## src/rtl/loteria_arbitro.sv

```systemverilog
// loteria_arbitro: round-robin sharing of one lottery checker among NPLAYERS terminals.
// Ports: clk, reset (async, active-low), req/ticket in, grant/ack/res_* out, chk_* checker link, games/wins counters.
module loteria_arbitro #(
  parameter int NPLAYERS = 4,
  parameter int CHK_LAT  = 3,
  parameter int CNT_W    = 16
) (
  input  logic                     clk,
  input  logic                     reset,
  input  logic [NPLAYERS-1:0]      req,
  input  logic [NPLAYERS*20-1:0]   ticket,
  output logic [NPLAYERS-1:0]      grant,
  output logic [NPLAYERS-1:0]      ack,
  output logic                     res_win,
  output logic [1:0]               res_prize,
  output logic                     res_err,
  output logic                     busy,
  output logic                     chk_clear,
  output logic [3:0]               chk_num,
  output logic                     chk_insert,
  output logic                     chk_finish,
  input  logic                     chk_win,
  input  logic [1:0]               chk_prize,
  output logic [CNT_W-1:0]         games,
  output logic [CNT_W-1:0]         wins
);

  localparam int IW = (NPLAYERS > 1) ? $clog2(NPLAYERS) : 1;
  localparam int CW = $clog2(CHK_LAT + 1);

  typedef enum logic [2:0] {
    IDLE, CLR, LOAD, FIN, WAIT, RESP
  } state_t;

  state_t             state, state_n;
  logic [IW-1:0]      rr, rr_n;
  logic [IW-1:0]      own, own_n;
  logic [2:0]         idx, idx_n;
  logic [CW-1:0]      cnt, cnt_n;
  logic [19:0]        tkt, tkt_n;
  logic [NPLAYERS-1:0] grant_n, ack_n;
  logic               res_win_n, res_err_n;
  logic [1:0]         res_prize_n;
  logic               busy_n, chk_clear_n;
  logic               chk_insert_n, chk_finish_n;
  logic [3:0]         chk_num_n;
  logic [CNT_W-1:0]   games_n, wins_n;
  logic               found, bad;
  int                 pick;

  // digit0 is the most significant nibble
  function automatic logic [3:0] digit(
    input logic [19:0] t,
    input int          i
  );
    return t[19-4*i -: 4];
  endfunction

  always_comb begin
    state_n      = state;
    rr_n         = rr;
    own_n        = own;
    idx_n        = idx;
    cnt_n        = cnt;
    tkt_n        = tkt;
    grant_n      = grant;
    ack_n        = '0;
    res_win_n    = res_win;
    res_prize_n  = res_prize;
    res_err_n    = res_err;
    chk_clear_n  = 1'b0;
    chk_insert_n = 1'b0;
    chk_finish_n = 1'b0;
    chk_num_n    = 4'd0;
    games_n      = games;
    wins_n       = wins;
    found        = 1'b0;
    pick         = 0;
    bad          = 1'b0;

    for (int d = 0; d < 5; d++) begin
      if (digit(tkt, d) > 4'd9) bad = 1'b1;
    end

    // first requester at or above rr, wrapping
    for (int off = 0; off < NPLAYERS; off++) begin
      int j;
      j = int'(rr) + off;
      if (j >= NPLAYERS) j = j - NPLAYERS;
      if (!found && req[j]) begin
        found = 1'b1;
        pick  = j;
      end
    end

    unique case (state)
      IDLE: begin
        if (found) begin
          state_n       = CLR;
          grant_n       = '0;
          grant_n[pick] = 1'b1;
          own_n         = IW'(pick);
          tkt_n         = ticket[20*pick +: 20];
          chk_clear_n   = 1'b1;
          res_win_n     = 1'b0;
          res_prize_n   = 2'b00;
          res_err_n     = 1'b0;
        end
      end
      CLR: begin
        if (bad) begin
          res_err_n = 1'b1;
          ack_n     = grant;
          state_n   = RESP;
        end else begin
          state_n      = LOAD;
          idx_n        = 3'd0;
          chk_insert_n = 1'b1;
          chk_num_n    = digit(tkt, 0);
        end
      end
      LOAD: begin
        if (idx == 3'd4) begin
          state_n      = FIN;
          chk_finish_n = 1'b1;
        end else begin
          idx_n        = idx + 3'd1;
          chk_insert_n = 1'b1;
          chk_num_n    = digit(tkt, int'(idx) + 1);
        end
      end
      FIN: begin
        state_n = WAIT;
        cnt_n   = CW'(CHK_LAT);
      end
      WAIT: begin
        cnt_n = cnt - CW'(1);
        if (cnt == CW'(1)) begin
          res_win_n   = chk_win;
          res_prize_n = chk_prize;
          ack_n       = grant;
          state_n     = RESP;
        end
      end
      RESP: begin
        grant_n = '0;
        idx_n   = 3'd0;
        state_n = IDLE;
        rr_n    = (own == IW'(NPLAYERS-1)) ? '0 : own + IW'(1);
        if (!res_err) begin
          if (games != '1) games_n = games + CNT_W'(1);
          if (res_win && wins != '1) wins_n = wins + CNT_W'(1);
        end
      end
      default: state_n = IDLE;
    endcase

    busy_n = (state_n != IDLE);
  end

  always_ff @(posedge clk or negedge reset) begin
    if (!reset) begin
      state      <= IDLE;
      rr         <= '0;
      own        <= '0;
      idx        <= 3'd0;
      cnt        <= '0;
      tkt        <= '0;
      grant      <= '0;
      ack        <= '0;
      res_win    <= 1'b0;
      res_prize  <= 2'b00;
      res_err    <= 1'b0;
      busy       <= 1'b0;
      chk_clear  <= 1'b0;
      chk_insert <= 1'b0;
      chk_finish <= 1'b0;
      chk_num    <= 4'd0;
      games      <= '0;
      wins       <= '0;
    end else begin
      state      <= state_n;
      rr         <= rr_n;
      own        <= own_n;
      idx        <= idx_n;
      cnt        <= cnt_n;
      tkt        <= tkt_n;
      grant      <= grant_n;
      ack        <= ack_n;
      res_win    <= res_win_n;
      res_prize  <= res_prize_n;
      res_err    <= res_err_n;
      busy       <= busy_n;
      chk_clear  <= chk_clear_n;
      chk_insert <= chk_insert_n;
      chk_finish <= chk_finish_n;
      chk_num    <= chk_num_n;
      games      <= games_n;
      wins       <= wins_n;
    end
  end

endmodule

```

## config.mk

```make
export PLATFORM = sky130hd
export DESIGN_NAME = loteria_arbitro
export DESIGN_NICKNAME = d
export VERILOG_FILES = /design/src/rtl/loteria_arbitro.sv
export SDC_FILE = /design/constraint.sdc
export NUM_CORES = 1
export LEC_CHECK = 0
export CORE_ASPECT_RATIO = 2
export CORE_UTILIZATION = 48
export DETAILED_ROUTE_END_ITERATION = 10
export GPL_ROUTABILITY_DRIVEN = 1
export PLACE_DENSITY_LB_ADDON = 0.12
export SLEW_MARGIN = 10
export SYNTH_ARGS = -nofsm -noshare
export SYNTH_HDL_FRONTEND = slang
export SYNTH_SLANG_ARGS = --single-unit
```

## constraint.sdc

```tcl
create_clock -name clk -period 5.2 [get_ports clk]
set_clock_uncertainty 0.1 [all_clocks]
set_input_delay 1.56 -clock clk [delete_from_list [all_inputs] [get_ports clk]]
set_output_delay 1.56 -clock clk [all_outputs]
set_load 0.02 [all_outputs]
```

Fig. 1: run 1, the metal 1 layer
Cells faint in the background.
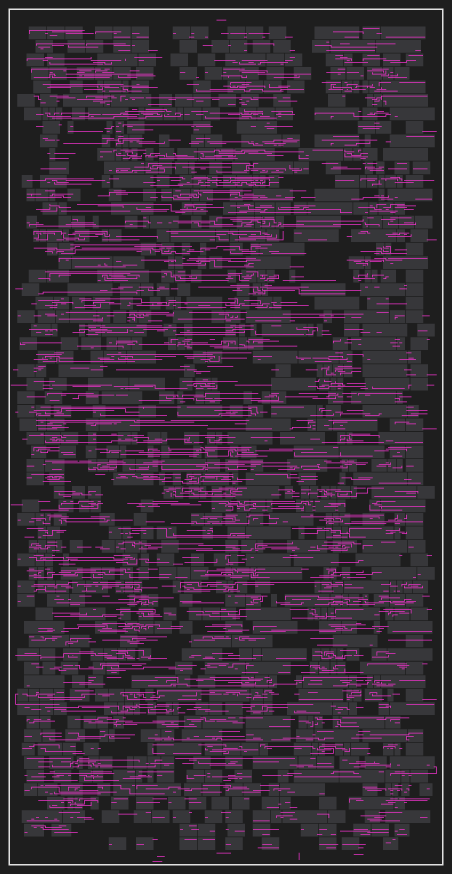
wire length on this layer	8000 um
main direction	horizontal
via count: 6883
GR met1 Demand/Resource: 0.318

Fig. 2: run 1, M2 wires
The bar under the picture is 20 um long.
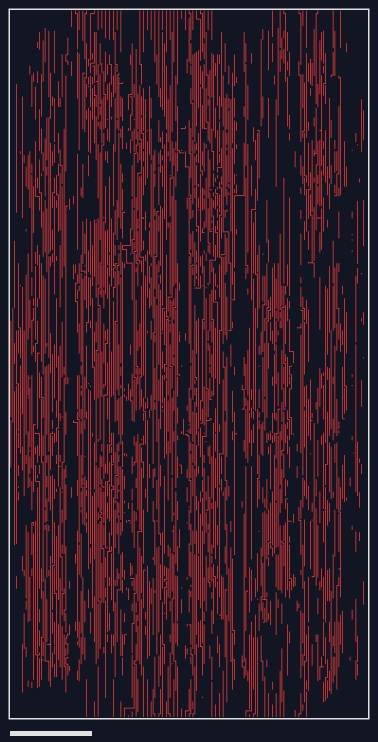
main direction	vertical
longest straight run	49.8 um
share of all routed wire	56%
nets with wire on the layer	931

==> results.cfg, run 1 <==
; flow metrics
[cts]
cts_buffer_depth = 2
clock-sinks = 84

[floorplanning]
std_cell_rows = 61
fp_util = 0.496
die-area_sq_mm = 0.0149

[critical_path]
crit_path_frequent_cell = ha_4
cp.arrival_ps = 5120
cp-start-kind = primary input

[timing]
fin_crit_ps = 5010
rsz0062_at_grt = no

[pwr]
p_comb_mw = 5.73
power.group.top = combinational cells
power_frac_clock = 0.089

[synth]
floorplan.nets = 827
syn_area_per_cell_sq_um = 9.59

[route]
drc = 0

[finish]
inv_count = 17
finalNonFillerCells = 1120
nets = 1031
clock_buffers = 10
largest_cell_class = multi-input combinational cells

[placed_design]
port_buffers = 140

[global_route]
gr-usage-met2 = 0.652

[status]
status = complete, no violations
Fig. 3: run 1, metal 3
The bar under the picture is 20 um long.
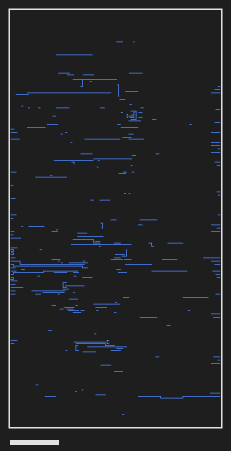
share of all routed wire	3.5%
longest straight run	34.5 um
wire length on this layer	866 um
nets with wire on the layer	142
main direction	horizontal
met3 usage: 0.0296
Post-Route WL: 24.7 mm

## run 1: worst reg2reg max path: stages, from the launching register on
cell and delay (ps):
dfrtp_1 350, inv_1 60, ha_1 450, mux4_2 570, or3_4 400, or3b_4 400, and2_4 180, inv_8 70
ha_4 190, ha_4 170, ha_4 170, xor2_2 400, nor3_4 120, nand2_2 120, nor3_1 60, buf_4 130
or3_1 360
## run 1: flip-flops by register name, summed over array words and instances, names as in the netlist, 3 cells and up
| name | flops |
|---|---|
| idx | 3 |
| wins | 16 |
| ack | 4 |
| chk_num | 4 |
| state | 3 |
| grant | 4 |
| tkt | 20 |
| games | 16 |
## run 1: worst max-delay path by stage
stage               startpoint                   to  depth (start not counted)
global route            req[2]   tkt[6]$_DFFE_PN0P_                         15
floorplan               req[0]   tkt[6]$_DFFE_PN0P_                         20
CTS                     req[0]  tkt[14]$_DFFE_PN0P_                         17
detailed placement      req[2]   tkt[4]$_DFFE_PN0P_                         14
global placement        req[3]   tkt[4]$_DFFE_PN0P_                         14
finish                  req[2]   tkt[6]$_DFFE_PN0P_                         15
## run 1: cell usage in the layout, fill, tap and decap left out, types with 16 or more instances in the layout
cell type        count
dfrtp_1             84
nand4_1             16
mux2i_1             77
mux4_2              30
buf_4               95
nor2_1              46
a21oi_1             21
o21ai_0             33
clkdlybuf4s50_1    135
nand3_1             30
nand2_1             73
xnor2_1             23
## run 1: cells by family (layout without fill, tap and decap cells)
kind of cell,after synthesis,after routing,synth area share
AOI/OAI and AO/OA,165,165,0.169
buffers and inverters,62,271,0.0526
muxes,122,122,0.233
DFF,84,84,0.304
xor gates and xnor gates,33,33,0.0417
adders and majority gates,16,16,0.0300
and+or+nand+nor,240,240,0.169
==> inputs of run 2 (changes only) <==
Settings changed: SETUP_SLACK_MARGIN set to 0.5.
Fig. 4: run 2, the clock network
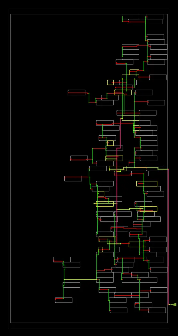
flop count: 84
Clk power: 0.658 mW
CTS sink count: 84

==> results.cfg, run 2 <==
; flow metrics
[floorplanning]
die-area_sq_mm = 0.0149
fp_util = 0.496
std_cell_rows = 61

[status]
status = complete, no violations

[finish]
lay_top_count = clkdlybuf4s50_1
registers.top_by_ff_count = tkt
lay_top_cells = 135 x clkdlybuf4s50_1, 96 x buf_4, 84 x dfrtp_1
reg_top3 = tkt: 20 flops, games: 16 flops, wins: 16 flops
largest_reg_flops = 20
nets = 1042

[synth]
synthTopLogicFamily = multiplexers
yosysTopAreaCell = dfrtp_1
yosys.area_share.adder = 0.0300
synthAoiAreaFrac = 0.169
floorplan.nets = 827
ys_warn_count = 0
yosys.area_share.simple = 0.169
xor_share = 0.0417

[critical_path]
cp-start-kind = primary input
critPathLaunch = req[2]
crit_cells = 17
cp.arrival_ps = 4940

[timing]
rsz0062_at_grt = yes
fin_tns_setup_ps = 0
fin_crit_ps = 4790
finalSetupViolations = 0

[global_route]
grt.overflow.total = 0

[route]
drc = 0
first_pass_iters = 5
drt-total-wl_mm = 24.8

[pwr]
power_frac_clock = 0.086

[cts]
cts_buffer_depth = 2
-- run 2: per-stage QoR --
| stage | std cells | area [sq um] | hold WS, ps |
|---|---|---|---|
| after floorplan | 722 | 7070 | 354 |
| after global placement | 1104 | 9120 | 375 |
| after detailed placement | 1104 | 9120 | 388 |
| after CTS | 1127 | 9620 | 396 |
| after global routing | 1131 | 9750 | 410 |
| final | 1131 | 9750 | 394 |
-- run 2: what timing repair did --
| action | CTS | global route |
|---|---|---|
| resized | 52 | 23 |
| pin swaps | 24 | 26 |
| buffers inserted | 7 | 4 |
| endpoints found under the setup margin | 20 | 20 |
-- run 2: area by class of cell --
type	instances	area, sq um
Clock inverter	6	70.1
Sequential cell	84	2100
Multi-Input combinational cell	576	4720
Fill cell	1087	4220
Timing Repair Buffer	249	2300
Tap cell	189	236
Clock buffer	10	239
Inverter	17	72.6
-- run 2: power groups by stage --
stage | logic [mW] | registers [mW] | clock network (mW)
floorplan | 3.78 | 1.06 | 0
global placement | 5.46 | 1.03 | 0
detailed placement | 5.55 | 1.05 | 0
CTS | 5.75 | 1.04 | 0.667
global route | 6.30 | 1.06 | 0.702
finish | 5.96 | 1.04 | 0.658
-- run 2: worst reg2reg max path, stage by stage (launching register included) --
cell     delay, ps
dfrtp_1        350
inv_1           60
ha_1           450
mux4_2         580
or3_4          410
or3b_4         400
and2_4         180
inv_8           60
ha_4           190
ha_4           170
nand2_4         80
a31o_4         140
o22ai_4         80
buf_6          140
nor3_4         340
nand3_2        120
buf_6          160
o22a_1         230
o21ai_1         90
-- run 2: layer usage --
metal | vias up | global-route usage | share of wire
met1 | 3416 | 0.316 | 0.32
li1 | 3158 | - | -
met5 | - | 0 | 0
met4 | 0 | 0.278 | 0.085
met3 | 117 | 0.0339 | 0.037
met2 | 272 | 0.646 | 0.56
==> inputs of run 3 (changes only) <==
Settings changed: PLACE_DENSITY_LB_ADDON 0.12 to 0.3.
Fig. 5: run 3, metal 3
The bar under the picture is 20 um long.
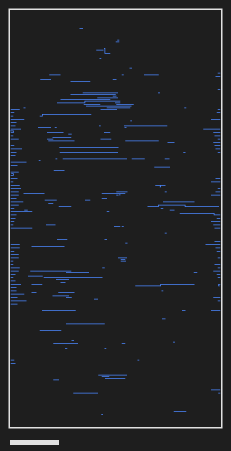
nets with wire on the layer	163
share of all routed wire	4.0%
main direction	horizontal
longest straight run	26.2 um
wire length on this layer	935 um
Post-Route WL: 23.3 mm
via count: 6799
met3 usage: 0.0334

==> results.cfg, run 3 <==
; flow metrics
[synth]
yosysTopAreaCell = dfrtp_1

[floorplanning]
std_cell_rows = 61
die-area_sq_mm = 0.0149

[pwr]
powerClk_mw = 0.573
power_frac_clock = 0.075
power.group.top = combinational cells
powerSeq_mw = 1.04

[global_route]
gr-usage-met2 = 0.615
top_usage_layer = met2

[route]
drc = 0
first_pass_iters = 4

[finish]
nets = 1043
comb_area_sq_mm = 0.00471
fillers = 1102

[cts]
cts_resized = 48
cts_setup_buffers = 8
cts_buffer_depth = 2

[status]
status = complete, no violations

[timing]
fin_crit_ps = 4700

[placed_design]
placedCellCount = 1102
## run 3: cell counts after synthesis
Identical to the previous run, type by type.
## run 3: worst paths after layout
kind	start	endpoint	slack [ps]	depth (start not counted)
max	req[2]	tkt[6]$_DFFE_PN0P_	500	18
min	wins[11]$_DFFE_PN0P_	wins[11]$_DFFE_PN0P_	400	1
max reg2reg	rr[0]$_DFFE_PN0P_	tkt[6]$_DFFE_PN0P_	860	19
min reg2reg	wins[11]$_DFFE_PN0P_	wins[11]$_DFFE_PN0P_	400	1
max in group asynchronous	reset	games[8]$_DFFE_PN0P_	3010	1
min in group asynchronous	reset	res_prize[0]$_DFFE_PN0P_	1290	1
## run 3: layer usage
metal	wire length, um	vias to the layer above	part of all wire
met5	0	-	0
met4	1260	0	0.054
met3	934	78	0.040
met2	12900	267	0.55
met1	8230	3292	0.35
li1	-	3162	-
## run 3: layout make-up
cell class	instances	share of cell area
Multi-Input combinational cell	576	0.483
Tap cell	189	0.0243
Clock buffer	10	0.0235
Timing Repair Buffer	250	0.243
Clock inverter	4	0.00295
Sequential cell	84	0.216
Inverter	17	0.00744
## run 3: kinds of logic (layout without fill, tap and decap cells)
logic type                 Yosys count  in the layout  synth area share
buffers and inverters               62            281            0.0526
AOI/OAI and AO/OA                  165            165             0.169
muxes                              122            122             0.233
adders and majority gates           16             16            0.0300
xor gates and xnor gates            33             33            0.0417
DFF                                 84             84             0.304
and+or+nand+nor                    240            240             0.169
## run 3: through the flow
stage,setup TNS [ps],hold slack (ps),area (sq um)
5_1_grt,0,426,9750
2_1_floorplan,-4900,354,7070
3_5_place_dp,-8530,392,9150
6_report,0,400,9750
3_3_place_gp,-5910,378,9150
4_1_cts,0,402,9570
No activity file was given, so power comes from the tool's default toggle rates.
